===== src/rtl/jk_down_counter.sv =====
// ---------------------------------------------------------------------------
// jk_down_counter
//
// Synchronous down-counter whose count bits are JK flip-flop cells. Supports
// parallel load, a stored reload value, wrap-to-all-ones or auto-reload when
// stepping past zero, and cascade (borrow) / terminal-count (tc) outputs.
// Used as a tick/timeout generator; wider counters are built by chaining
// stages with the next stage's en driven from this stage's borrow.
//
// Parameters:
//   WIDTH      counter width in bits, legal range 2..16
//
// Ports:
//   clk        single clock, all state changes on the rising edge
//   rst        synchronous, active-high reset (q, reload register, tc -> 0)
//   en         count enable, one decrement step per enabled edge
//   load       parallel load strobe (wins over en)
//   load_val   value loaded into q and into the reload register
//   reload_en  at-zero behaviour: 0 = wrap to all-ones, 1 = reload value
//   q          current count, registered
//   zero       combinational, q == 0
//   borrow     combinational, en & ~load & zero (cascade enable)
//   tc         registered, high for the first cycle q reads 0 after a step
// ---------------------------------------------------------------------------
module jk_down_counter #(
    parameter int WIDTH = 4
) (
    input  logic             clk,
    input  logic             rst,
    input  logic             en,
    input  logic             load,
    input  logic [WIDTH-1:0] load_val,
    input  logic             reload_en,
    output logic [WIDTH-1:0] q,
    output logic             zero,
    output logic             borrow,
    output logic             tc
);

    // Count bits (JK cells), stored reload value and terminal-count flop.
    logic [WIDTH-1:0] cnt_q;
    logic [WIDTH-1:0] cnt_d;
    logic [WIDTH-1:0] rld_q;
    logic [WIDTH-1:0] rld_d;
    logic             tc_q;
    logic             tc_d;

    // J and K inputs of each cell.
    logic [WIDTH-1:0] j;
    logic [WIDTH-1:0] k;

    // Running "all lower bits are zero" term used to build the toggle chain.
    logic             low_zero;

    assign zero   = (cnt_q == '0);
    assign borrow = en & ~load & zero;
    assign q      = cnt_q;
    assign tc     = tc_q;

    // Cell excitation. Load is expressed as J=val/K=~val so that every change
    // of a count bit goes through the JK characteristic equation below.
    always_comb begin
        // NOTE: every output of this block is given a default first, so no
        // path leaves a signal unassigned and no latch is inferred.
        j        = '0;
        k        = '0;
        low_zero = 1'b1;
        if (load) begin
            j = load_val;
            k = ~load_val;
        end else if (en) begin
            if (zero && reload_en) begin
                // Force each cell to the stored reload value.
                j = rld_q;
                k = ~rld_q;
            end else begin
                // Down-count: cell i toggles when all bits below it are 0.
                // At zero every cell toggles, which yields all-ones (wrap).
                for (int i = 0; i < WIDTH; i++) begin
                    j[i]     = low_zero;
                    k[i]     = low_zero;
                    low_zero = low_zero & ~cnt_q[i];
                end
            end
        end

        // JK characteristic: Q+ = J & ~Q | ~K & Q.
        for (int i = 0; i < WIDTH; i++) begin
            cnt_d[i] = (j[i] & ~cnt_q[i]) | (~k[i] & cnt_q[i]);
        end
    end

    assign rld_d = load ? load_val : rld_q;

    // tc is set only when an enabled, non-load step takes q from 1 to 0, so a
    // direct load of 0 or a reload-from-zero never raises it.
    assign tc_d  = en & ~load & (cnt_q == WIDTH'(1));

    always_ff @(posedge clk) begin
        // NOTE: sequential state uses non-blocking assignments so every flop
        // samples values from before the edge, independent of statement order.
        if (rst) begin
            cnt_q <= '0;
            rld_q <= '0;
            tc_q  <= 1'b0;
        end else begin
            cnt_q <= cnt_d;
            rld_q <= rld_d;
            tc_q  <= tc_d;
        end
    end

endmodule

===== config.mk =====
export PLATFORM = sky130hd
export DESIGN_NAME = jk_down_counter
export DESIGN_NICKNAME = d
export VERILOG_FILES = /design/src/rtl/jk_down_counter.sv
export SDC_FILE = /design/constraint.sdc
export NUM_CORES = 1
export LEC_CHECK = 0
export CORE_AREA = 2 2 39 41
export CTS_CLUSTER_SIZE = 16
export DETAILED_ROUTE_END_ITERATION = 12
export DIE_AREA = 0 0 41 43
export GPL_TIMING_DRIVEN = 0
export PLACE_DENSITY = 0.62
export SLEW_MARGIN = 25
export SYNTH_ARGS = -nofsm -noshare
export SYNTH_HDL_FRONTEND = slang
export SYNTH_SLANG_ARGS = --single-unit

===== constraint.sdc =====
create_clock -name clk -period 1.3 [get_ports clk]
set_input_delay 0.325 -clock clk [delete_from_list [all_inputs] [get_ports clk]]
set_output_delay 0.325 -clock clk [all_outputs]
set_load 0.01 [all_outputs]

### Ports around the boundary, run 1

The bar under the picture is 10 um long. Pins as bars across the die edge, other pins in grey.
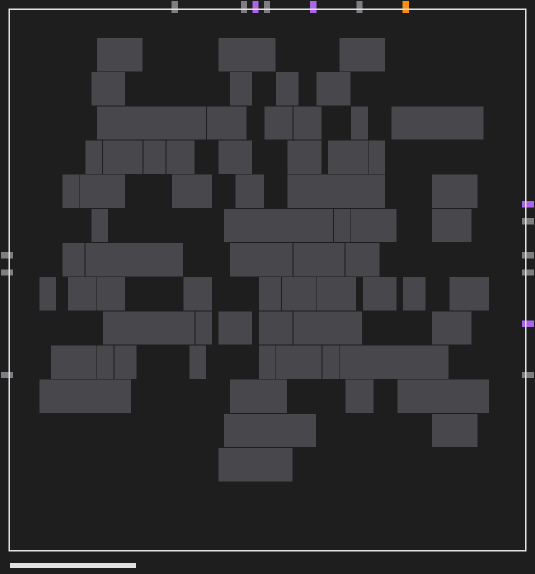
legend:
  q:
    colour: purple
    pins: 4
    direction: output
    edge: 2 east, 2 north
  clk:
    colour: orange
    pins: 1
    direction: input
    edge: north

### Port wiring, run 1

The bar under the picture is 10 um long.
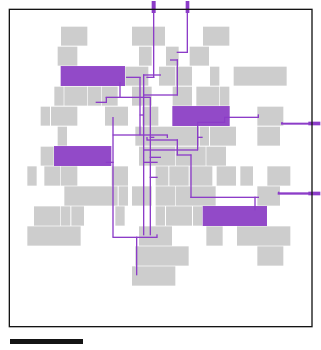
legend:
  q:
    colour: purple
    direction: output
    edge: 2 east, 2 north
    end_cells: 4
    buffers: 5
    wire: 185 um
IO Port Bufs: 13
I/O pin cnt: 16

### Met1 routing, run 1

Supply wires on this layer in grey.
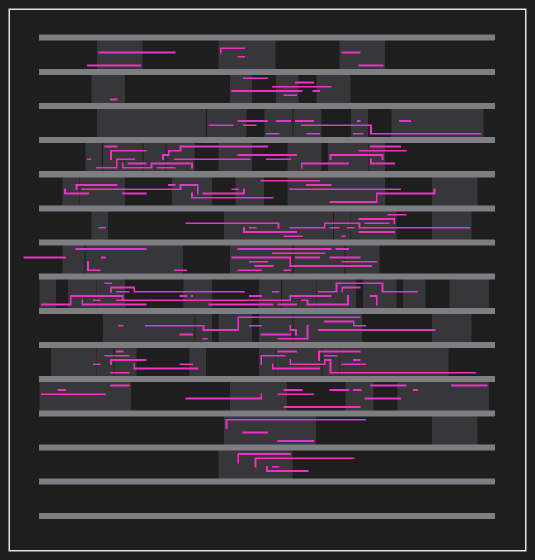
wire length on this layer: 475 um
nets with wire on the layer: 67
share of all routed wire: 39%
main direction: horizontal
met1 Use GR: 0.180
total number of vias: 430
Routed Wire Length: 1220 um

### Metal 2, run 1

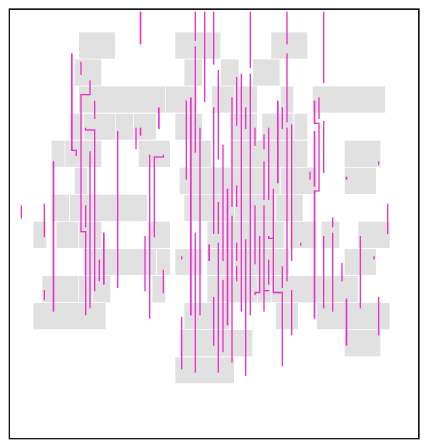
nets with wire on the layer: 66
main direction: vertical
wire length on this layer: 626 um
share of all routed wire: 51%
longest straight run: 24.1 um

==> results_slide.txt, run 1 <==
Synthesis and Place & Route Summary

Flow run
  – Tool Warnings: 29
  – Max_cap viols: 0

Power and ir drop
  – VDD IR max: 0.000445 V
  – Pwr Density: 1060 nW/um^2
  – Static leakage: 0.302 nW

Logic synthesis
  – Top cells by area: dfxtp_1 42%, mux2i_1 7.0%, nor4b_1 6.1%
  – Synthesis Warnings: 0
  – Synth async-reset ratio: 0
  – #FFs+latches synth: 9
  – Sequential fraction of the synthesis area: 0.421
  – Yosys stat area: 428 sq um
  – Synth Flop Type: dfxtp_1
  – Syn nets: 56
  – Post-Synth Adder-Cell Area: 0
  – Mapped Cells: 47
  – Count leader, synth: dfxtp_1
  – Post-Synth XOR/XNOR Area: 0
  – And+or+nand+nor area frac: 0.254
  – Synth area leader: dfxtp_1
  – Area leader share: 0.421
  – Syn avg cell area: 9.10 sq um
  – Yosys aoi share: 0.199
  – Main logic family: simple AND/OR/NAND/NOR gates
  – Mux area share: 0.0702
  – Commonest cells in the netlist: 9 x dfxtp_1, 4 x inv_1, 4 x nor2_1
  – Yosys Instances: 47
  – Netlist Area Pre-Place: 428 sq um
  – Number of synthesized flops with an enable pin: 0
  – Unique cell types: 22

Clock network
  – TritonCTS clock tree: yes
  – Clock Path Buffers: 2
  – Clock transition at the registers of the reported paths: 0.06 ns
  – CTS Buf Count: 3
  – CTS sink count: 9
  – H-tree depth: 1
  – Clk latency late pin: 0.27 ns
  – Clock Tree Root: clkbuf_4

Route
  – DRC: 0
  – DR vias/cell: 5.12
  – Routed len/inst: 14.5 um
  – Met1 WL: 474 um
  – Remaining antenna violation count: 0
  – Drt pass-1 iters: 4
  – Initial DRC Count: 9
  – Top Layer Used: met4
  – Detail Route met2 WL: 626 um
  – Met3 routed WL: 85 um

Worst setup path
  – CP startpoint kind: flop
  – Setup crit end kind: output pin
  – Critical path type: reg2out
  – Worst endpoint required time: 0.98 ns
  – CP Max Fanout: 3
  – Crit path arrival time: 1.25 ns

Status
  – Violated checks: negative setup slack
  – Status: complete, but fails checks

Timing
  – Slew Viols, Final: 0
  – RSZ-0062 raised after global routing: yes
  – Post-layout period usage: 1.21
  – Setup-failing EPs final: 4
  – Fmax achieved: 0.635 GHz
  – Final hold slack: 0.405 ns
  – Final setup margin: -0.274 ns
  – Final Hold Vio Count: 0
  – Worst Max-Slew Pin Slew: 0.449 ns
  – Final min period: 1.57 ns
  – Clock skew: 0.00737 ns
  – Max_slew headroom: 0.701

Cells and area
  – Final Instance Count excl. Fillers: 84
  – Area grow syn2layout: 55.0%
  – # diodes: 0
  – Nets: 78
  – Share of post-route cells with drive strength above 1: 0.309
  – Post-layout util: 0.479

GRT
  – Remaining global-route overflow: 0
  – Vias in the first global route: 354
  – Largest net degree at the start of global routing: 11
  – GRT Overall Usage: 0.154
  – First-pass GRT wire length: 1680 um
  – Antenna violations before repair: 0

Die
  – DIE AREA: 1760 sq um
  – Chip Width: 41 um
  – Die Y: 43 um
  – Core box area: 1380 sq um
  – Fp util: 0.309
  – Row cnt: 14

Placed design
  – DP Wirelength: 702 um
  – GPL Wtd Cong: 0.728
  – # placed instances: 76

Min path
  – HP Class: in2reg
## run 1: final timing paths
check	start	end	slack, ns	cells after the start
worst max-delay path	q[2]	borrow	-0.27	3
worst min-delay path	load	tc	0.41	2
worst max register to register	q[2]	q[2]	-0.16	4
worst min register to register	rld_q[3]	rld_q[3]	0.47	2
## run 1: registers in the layout, indices dropped and copies added (netlist names)
register / count
tc: 1
q: 4
rld_q: 4
## run 1: per-stage QoR
step,setup TNS (ns),cell area [sq um],worst slack [ns],power [mW]
3_5_place_dp,-2.97,582,-1.01,0.456
4_1_cts,-0.605,637,-0.280,0.695
2_1_floorplan,-0.00874,432,-0.00874,0.389
5_1_grt,-0.944,663,-0.353,0.751
6_report,-0.668,663,-0.274,0.703
3_3_place_gp,-2.96,582,-1.02,0.456
## run 1: what timing repair did
item / CTS / global route
setup buffers: 2 / 2
hold buffers: 0 / 0
endpoints found under the setup margin: 11 / 8
pin swaps: 3 / 1
gates resized: 23 / 6
## run 1: kinds of logic (layout without fill, tap and decap cells)
group	after synthesis	in the layout
and+or+nand+nor	18	18
AOI/OAI and AO/OA	11	11
DFF	9	9
muxes	3	3
buffers and inverters	6	27
## run 1: layout make-up
| type | count | area [sq um] |
|---|---|---|
| inverter | 4 | 15.0 |
| buffer | 2 | 8.76 |
| timing repair buffer | 17 | 146 |
| clock buffer | 4 | 26.3 |
| sequential | 9 | 190 |
| tap | 16 | 20.0 |
| fill | 138 | 721 |
| multi-input combinational | 32 | 256 |
## run 1: routing by layer
| layer | vias to the layer above | GRT usage |
|---|---|---|
| met3 | 4 | 0.0785 |
| met2 | 16 | 0.200 |
| met5 | - | 0 |
| li1 | 213 | - |
| met1 | 197 | 0.180 |
| met4 | 0 | 0.120 |
## run 1: layout by cell type (no fill, tap or decap), types with 2 or more instances in the layout
cell             instances
or3_1                    2
a221oi_1                 2
buf_4                    3
nor2_1                   4
dfxtp_1                  5
dfxtp_2                  2
buf_2                    3
inv_1                    4
clkbuf_4                 3
clkdlybuf4s50_1          4
clkbuf_1                 2
nand2b_1                 3
dlygate4sd2_1            4
a21oi_1                  2
dfxtp_4                  2
nor4b_1                  2
nand2_1                  2
mux2i_1                  3
o21bai_1                 2
## run 1: power by group
group          leakage, nW  switching (mW)  total (mW)  internal [mW]
Sequential          0.0761          0.0230       0.318          0.295
Clock               0.0150           0.106       0.225          0.119
Combinational        0.211          0.0710       0.161         0.0896
Total                0.302           0.200       0.703          0.503
## run 1: worst max-delay path: stages (launching register included)
cell     delay [ns]
dfxtp_4        0.36
nor4b_4        0.30
and3_1         0.19
buf_2          0.12
==> run 1 -> run 2 <==
--- a/config.mk
+++ b/config.mk
@@ -9,9 +9,7 @@
 export CTS_CLUSTER_SIZE = 16
 export DETAILED_ROUTE_END_ITERATION = 12
 export DIE_AREA = 0 0 41 43
-export GPL_TIMING_DRIVEN = 0
 export PLACE_DENSITY = 0.62
-export SLEW_MARGIN = 25
 export SYNTH_ARGS = -nofsm -noshare
 export SYNTH_HDL_FRONTEND = slang
 export SYNTH_SLANG_ARGS = --single-unit
### Port wiring, run 2

The bar under the picture is 10 um long.
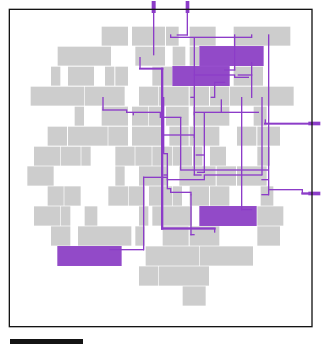
legend:
  q:
    colour: purple
    direction: output
    edge: 2 east, 2 north
    end_cells: 4
    buffers: 9
    wire: 277 um
IO Port Bufs: 15

### Ports around the boundary, run 2

The bar under the picture is 10 um long. Pins as bars across the die edge, other pins in grey.
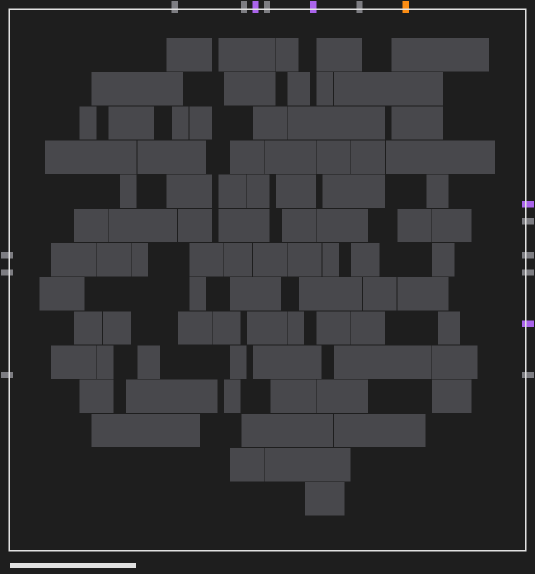
legend:
  q:
    colour: purple
    pins: 4
    direction: output
    edge: 2 east, 2 north
  clk:
    colour: orange
    pins: 1
    direction: input
    edge: north
all pins by edge: 7 north, 6 east, 3 west

### Metal 2, run 2

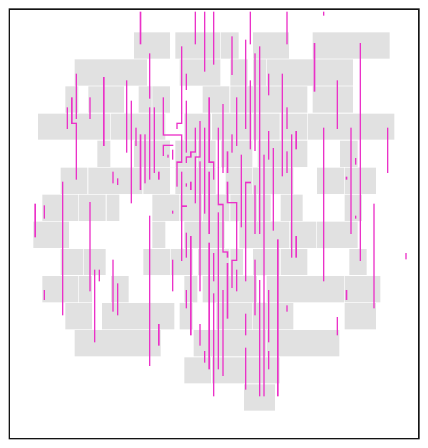
nets with wire on the layer: 77
share of all routed wire: 48%
wire length on this layer: 624 um
longest straight run: 24.1 um

==> run 2 against run 1 <==
  * The flow still finishes with violations (negative setup slack)
  * Core utilization up 13 points
  * Final cell count rose by 18%
  * Sequential share of layout area shrank 6.0 points
  * Global-route usage grew 0.74 points
  * Final area increased by 26%
  * Sequential cell count did not move
==> results_slide.txt, run 2 <==
Synthesis and Place & Route Summary

Clock network
  – Clock Path Buffers: 2 (unchanged)
  – Clock Tree Root: clkbuf_4
  – Clk latency late pin: 0.26 ns (about the same)
  – Clock transition at the registers of the reported paths: 0.07 ns (about the same)
  – TritonCTS clock tree: yes
  – CTS Hold Bufs: 0 (unchanged)
  – CTS Buf Count: 3 (unchanged)
  – H-tree depth: 1 (unchanged)

Power and ir drop
  – Final Power: 0.776 mW (+10%)
  – Clock share of power: 0.280 (-0.040)
  – Switching Share: 0.276 (-0.00910)
  – VDD IR max: 0.000480 V (+7.9%)
  – Comb pwr share: 0.320 (+0.092)
  – Net Switching: 0.214 mW (+6.8%)
  – Pint: 0.562 mW (+12%)
  – Static leakage: 0.389 nW (+29%)
  – Pwr Density: 927 nW/um^2 (-13%)

Worst setup path
  – CP Max Fanout: 2 (-1)
  – Crit path arrival time: 1.18 ns (-0.07 ns)
  – R2R Path Start: q[1]
  – Critical path type: reg2out
  – RR Endpoint: q[2]
  – Worst R2R Path Depth: 4 (unchanged)
  – Worst-path cell chain: nor4b_4 > and3_1 > buf_2
  – Setup crit end kind: output pin
  – Worst endpoint required time: 0.98 ns (about the same)
  – R2R Setup Slk: -0.18 ns (-0.02 ns)
  – CP max stage delay: 0.35 ns (about the same)

Die
  – Row cnt: 14 (unchanged)
  – Core box area: 1380 sq um (unchanged)
  – DIE AREA: 1760 sq um (unchanged)
  – Die Y: 43 um (unchanged)

Cells and area
  – Top cells excl fill/tap: 13 x buf_4, 7 x buf_6, 6 x clkdlybuf4s50_1
  – Nets: 93 (+19%)
  – # diodes: 0 (unchanged)
  – Comb gate area: 294 sq um (+15%)
  – Area grow syn2layout: 95.6%
  – Share of post-route cells with drive strength above 1: 0.506 (+0.197)
  – Top logic cell by instance count in the layout: buf_4
  – Fill count: 129 (-6.5%)

Logic synthesis
  – Area leader share: 0.421 (unchanged)
  – Count leader, synth: dfxtp_1
  – Commonest cells in the netlist: 9 x dfxtp_1, 4 x inv_1, 4 x nor2_1
  – Synthesis Warnings: 0 (unchanged)
  – Mapped Cells: 47 (unchanged)
  – Synth area leader: dfxtp_1
  – Number of synthesized flops with an enable pin: 0 (unchanged)
  – Syn avg cell area: 9.10 sq um (unchanged)
  – Synth async-reset ratio: 0 (unchanged)
  – Netlist Area Pre-Place: 428 sq um (unchanged)
  – #FFs+latches synth: 9 (unchanged)
  – Yosys Instances: 47 (unchanged)
  – Sequential fraction of the synthesis area: 0.421 (unchanged)
  – Syn nets: 56 (unchanged)
  – Synth Flop Type: dfxtp_1
  – Yosys stat area: 428 sq um (unchanged)

Route
  – Total number of vias: 496 (+15%)
  – Drt pass-1 iters: 4 (unchanged)
  – DRC: 0 (unchanged)
  – DR vias/cell: 5.01 (-2.1%)
  – Routed Wire Length: 1310 um (+6.8%)

GRT
  – First-pass GRT wire length: 1900 um (+13%)
  – Largest net degree at the start of global routing: 10 (-1)
  – Remaining global-route overflow: 0 (unchanged)
  – GRT Overall Usage: 0.161 (+0.00735)
  – Vias in the first global route: 431 (+22%)
  – Antenna violations before repair: 0 (unchanged)

Placed design
  – Setup WS pre-CTS: -0.834 ns (+0.180 ns)
  – Post-DP Area: 691 sq um (+19%)
  – DP Wirelength: 843 um (+20%)
  – GPL Wtd Cong: 0.794 (+9.2%)

Timing
  – Sum Neg Setup Slack: -0.719 ns (-0.0517 ns)
  – Final setup margin: -0.202 ns (+0.0718 ns)
  – Setup-failing EPs final: 5 (+1)
  – RSZ-0062 raised after global routing: yes
  – Final min period: 1.50 ns (-0.0718 ns)
  – Max_slew headroom: 0.836 (+0.135)
  – Clock skew: 0.0104 ns (+0.00301 ns)

Min path
  – Hold Path Cell Cnt: 2 (unchanged)
  – HP Class: reg2reg
  – Hold_sp: rld_q[3]
  – Hold path endpoint: rld_q[3]

Flow run
  – Max_cap viols: 0 (unchanged)
  – Tool Warnings: 29 (unchanged)

Status
  – Violated checks: negative setup slack
  – Status: complete, but fails checks
## run 2: power by group through the flow
stage          combinational, mW  sequential, mW  clock, mW
2_1_floorplan             0.0704           0.319          0
3_3_place_gp               0.193           0.308          0
3_5_place_dp               0.193           0.308          0
4_1_cts                    0.205           0.309      0.225
5_1_grt                    0.266           0.313      0.237
6_report                   0.248           0.311      0.217
## run 2: cell families (layout without fill, tap and decap cells)
kind of cell | count (synthesis) | after routing | synth area share
buffers and inverters | 6 | 42 | 0.0555
AND/OR/NAND/NOR | 18 | 18 | 0.254
flip-flops | 9 | 9 | 0.421
multiplexers | 3 | 3 | 0.0702
AND-OR/OR-AND | 11 | 11 | 0.199
## run 2: how the worst max path moves through the flow
stage | end | slack, ns | cells after the start
after global placement | borrow | -0.81 | 4
final | borrow | -0.20 | 3
after CTS | q[2] | -0.20 | 4
after floorplan | q[2] | -0.009 | 3
after global routing | borrow | -0.27 | 3
after detailed placement | borrow | -0.83 | 4
## run 2: layout make-up
| class | instances | share of cell area |
|---|---|---|
| flip-flops and latches | 9 | 0.227 |
| clock buffers | 4 | 0.0314 |
| multi-input cells | 32 | 0.351 |
| well taps | 16 | 0.0239 |
| repair buffers | 34 | 0.348 |
| inverters | 4 | 0.0179 |
## run 2: worst max-delay path: cells and delay by family (launching register included)
kind / cells / cell delay, ns
simple gates: 2 / 0.44
flops: 1 / 0.35
buf+inv: 1 / 0.12
## run 2: timing repair
action / in CTS / in global routing
endpoints found under the setup margin: 12 / 9
gates cloned: 0 / 0
buffers inserted: 2 / 5
gates resized: 29 / 19
pin swaps: 3 / 4
endpoints found under the hold margin: 0 / 0
## run 2: metal layers
layer	GRT usage	wire length (um)
met5	0	0
met4	0.0800	41
met3	0.0314	92
met2	0.216	624
met1	0.236	547
## run 2: metrics by stage
step	std cells	hold WS, ns	utilization
floorplan	47	0.440	-
global placement	89	0.450	0.499
detailed placement	89	0.455	0.499
CTS	95	0.464	0.551
global route	99	0.494	0.605
finish	99	0.463	0.605
### Met1 routing, run 2

Supply wires on this layer in grey.
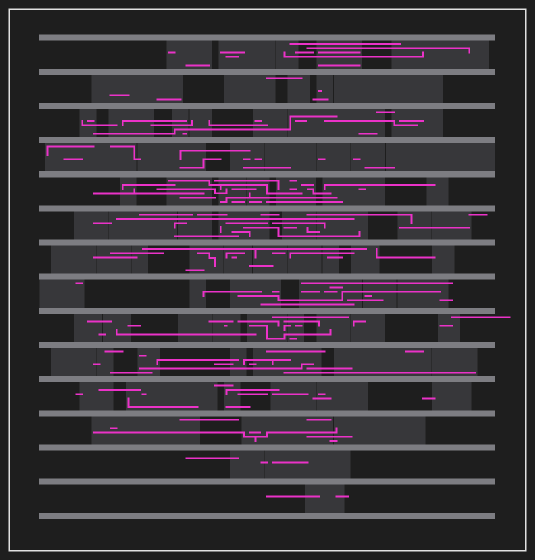

==> run 2 -> run 3 <==
--- a/config.mk
+++ b/config.mk
@@ -5,11 +5,14 @@
 export SDC_FILE = /design/constraint.sdc
 export NUM_CORES = 1
 export LEC_CHECK = 0
+export CAP_MARGIN = 0
 export CORE_AREA = 2 2 39 41
 export CTS_CLUSTER_SIZE = 16
 export DETAILED_ROUTE_END_ITERATION = 12
 export DIE_AREA = 0 0 41 43
+export HOLD_SLACK_MARGIN = 0.05
 export PLACE_DENSITY = 0.62
+export SKIP_LAST_GASP = 1
 export SYNTH_ARGS = -nofsm -noshare
 export SYNTH_HDL_FRONTEND = slang
 export SYNTH_SLANG_ARGS = --single-unit
### Met1 routing, run 3

Supply wires on this layer in grey.
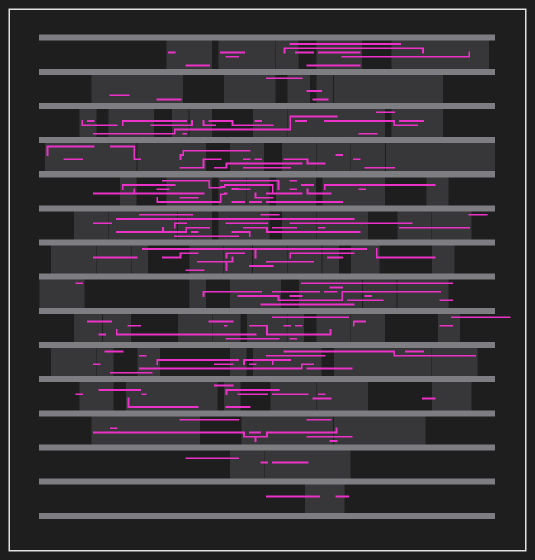
share of all routed wire: 42%
wire length on this layer: 555 um
longest straight run: 18.9 um
main direction: horizontal

### Port wiring, run 3

The bar under the picture is 10 um long.
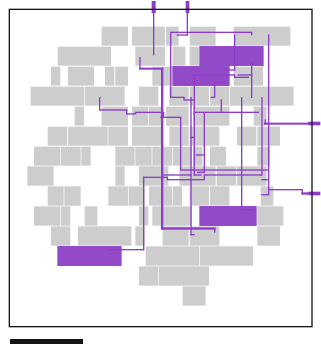
legend:
  q:
    colour: purple
    direction: output
    edge: 2 east, 2 north
    end_cells: 4
    buffers: 9
    wire: 280 um

==> run 3 against run 2 <==
  * The run still ends with negative setup slack left
  * Clock skew rose by 0.00060 ns
  * Final cell count did not move
  * Sequential power barely moved
  * Count of clock-buffer cells in the layout did not move
  * Wire length increased by 0.77%
  * Synthesized cell count stayed put
  * Sequential cell count stayed put
  * Largest cell class unchanged
==> results_slide.txt, run 3 <==
Synthesis and Place & Route Summary

Logic synthesis
  – Commonest cells in the netlist: 9 x dfxtp_1, 4 x inv_1, 4 x nor2_1
  – Netlist Area Pre-Place: 428 sq um (unchanged)
  – Sequential fraction of the synthesis area: 0.421 (unchanged)
  – Syn nets: 56 (unchanged)
  – Synth area leader: dfxtp_1
  – Area leader share: 0.421 (unchanged)
  – Top cells by area: dfxtp_1 42%, mux2i_1 7.0%, nor4b_1 6.1%
  – Mapped Cells: 47 (unchanged)
  – Count leader, synth: dfxtp_1
  – Synth async-reset ratio: 0 (unchanged)
  – Yosys stat area: 428 sq um (unchanged)
  – Yosys Instances: 47 (unchanged)
  – Syn avg cell area: 9.10 sq um (unchanged)
  – Synth Flop Type: dfxtp_1
  – Number of synthesized flops with an enable pin: 0 (unchanged)
  – #FFs+latches synth: 9 (unchanged)
  – Synthesis Warnings: 0 (unchanged)

Cells and area
  – # diodes: 0 (unchanged)
  – Top logic cell by instance count in the layout: buf_4
  – Nets: 93 (unchanged)
  – Post-layout util: 0.602 (-0.00271)
  – Area grow syn2layout: 94.7%
  – Fill count: 131 (+1.6%)
  – Top cells excl fill/tap: 14 x buf_4, 6 x clkdlybuf4s50_1, 6 x buf_6
  – Share of post-route cells with drive strength above 1: 0.506 (unchanged)

Route
  – Routed len/inst: 13.3 um
  – Routed Wire Length: 1320 um (+0.77%)
  – DR vias/cell: 5.05 (+0.81%)
  – Total number of vias: 500 (+0.81%)
  – DRC: 0 (unchanged)
  – Drt pass-1 iters: 4 (unchanged)

GRT
  – Remaining global-route overflow: 0 (unchanged)
  – First-pass GRT wire length: 1900 um (unchanged)
  – Largest net degree at the start of global routing: 10 (unchanged)
  – Vias in the first global route: 431 (unchanged)
  – Antenna violations before repair: 0 (unchanged)
  – GRT Overall Usage: 0.161 (unchanged)

Timing
  – Final setup margin: -0.203 ns (-0.000861 ns)
  – Max_slew headroom: 0.836 (about the same)
  – Clock skew: 0.0110 ns (+0.000603 ns)
  – RSZ-0062 raised after global routing: yes
  – Setup-failing EPs final: 5 (unchanged)

Clock network
  – TritonCTS clock tree: yes
  – Clock transition at the registers of the reported paths: 0.07 ns (about the same)
  – Clock Tree Root: clkbuf_4
  – CTS Buf Count: 3 (unchanged)
  – Clock Path Buffers: 2 (unchanged)
  – H-tree depth: 1 (unchanged)
  – Clk latency late pin: 0.26 ns (about the same)

Die
  – Row cnt: 14 (unchanged)
  – DIE AREA: 1760 sq um (unchanged)
  – Die Y: 43 um (unchanged)
  – Core box area: 1380 sq um (unchanged)

Min path
  – HP Class: reg2reg

Power and ir drop
  – VDD IR max: 0.000480 V (about the same)
  – Pwr Density: 930 nW/um^2 (+0.29%)
  – Static leakage: 0.389 nW (-0.23%)

Status
  – Violated checks: negative setup slack
  – Status: complete, but fails checks

Flow run
  – Tool Warnings: 29 (unchanged)
  – Max_cap viols: 0 (unchanged)

Worst setup path
  – CP Max Fanout: 2 (unchanged)
  – Worst endpoint required time: 0.98 ns (about the same)
  – Critical path type: reg2out

Placed design
  – GPL Wtd Cong: 0.794 (unchanged)
  – DP Wirelength: 843 um (unchanged)
### Metal 2, run 3

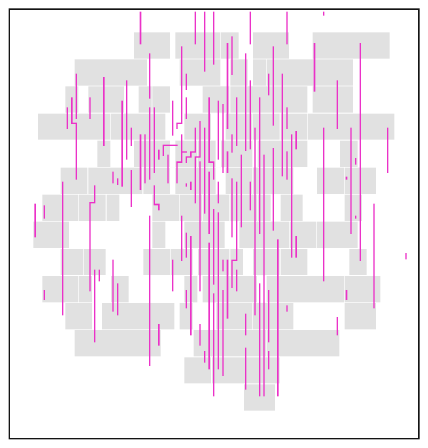
main direction: vertical
longest straight run: 24.1 um
wire length on this layer: 630 um

==> run 3: critical path: stages (launching register included) <==
cell and delay (ns):
dfxtp_4 0.35, nor4b_4 0.26, and3_1 0.18, buf_2 0.12
==> run 3: report_power, final <==
group / internal (mW) / switching, mW
Clock: 0.118 / 0.0999
Sequential: 0.294 / 0.0165
Combinational: 0.148 / 0.0978
==> run 3: cell families after synthesis <==
group,synth area share
AND-OR/OR-AND,0.199
buffers and inverters,0.0555
flip-flops,0.421
multiplexers,0.0702
AND/OR/NAND/NOR,0.254
==> run 3: path summary, 6_finish.rpt <==
path                 start  endpoint  slack [ns]  depth (start not counted)
hold reg to reg   rld_q[3]  rld_q[3]        0.46                          2
setup / recovery      q[1]    borrow       -0.20                          3
hold / removal    rld_q[3]  rld_q[3]        0.46                          2
setup reg to reg      q[1]      q[2]       -0.18                          4
==> run 3: final cells by class <==
| class | count | area, sq um | area share |
|---|---|---|---|
| repair buffers | 34 | 288 | 0.345 |
| inverters | 4 | 15.0 | 0.0180 |
| multi-input cells | 32 | 294 | 0.353 |
| flip-flops and latches | 9 | 190 | 0.228 |
| well taps | 16 | 20.0 | 0.0240 |
| clock buffers | 4 | 26.3 | 0.0315 |
==> run 3: repair_timing <==
item | CTS | global route
endpoints found under the setup margin | 12 | 9
hold endpoints to repair | 0 | 0
gates resized | 29 | 18
buffers inserted | 2 | 5
pin swaps | 3 | 4
==> run 3: stage by stage <==
stage	power (mW)	hold slack, ns	std cells	TNS [ns]	setup WS [ns]
finish	0.775	0.463	99	-0.727	-0.203
floorplan	0.389	0.440	47	-0.00874	-0.00874
detailed placement	0.502	0.455	89	-3.33	-0.834
global placement	0.501	0.450	89	-3.28	-0.805
global route	0.813	0.494	99	-0.950	-0.271
CTS	0.739	0.464	95	-0.759	-0.201
==> run 3: per-layer routing <==
metal	track usage	up-vias	wire length, um
met5	0	-	0
met4	0.0800	0	37
met3	0.0314	4	92
met2	0.216	19	629
met1	0.236	231	555
li1	-	246	-
Power and IR drop assume default switching activity.
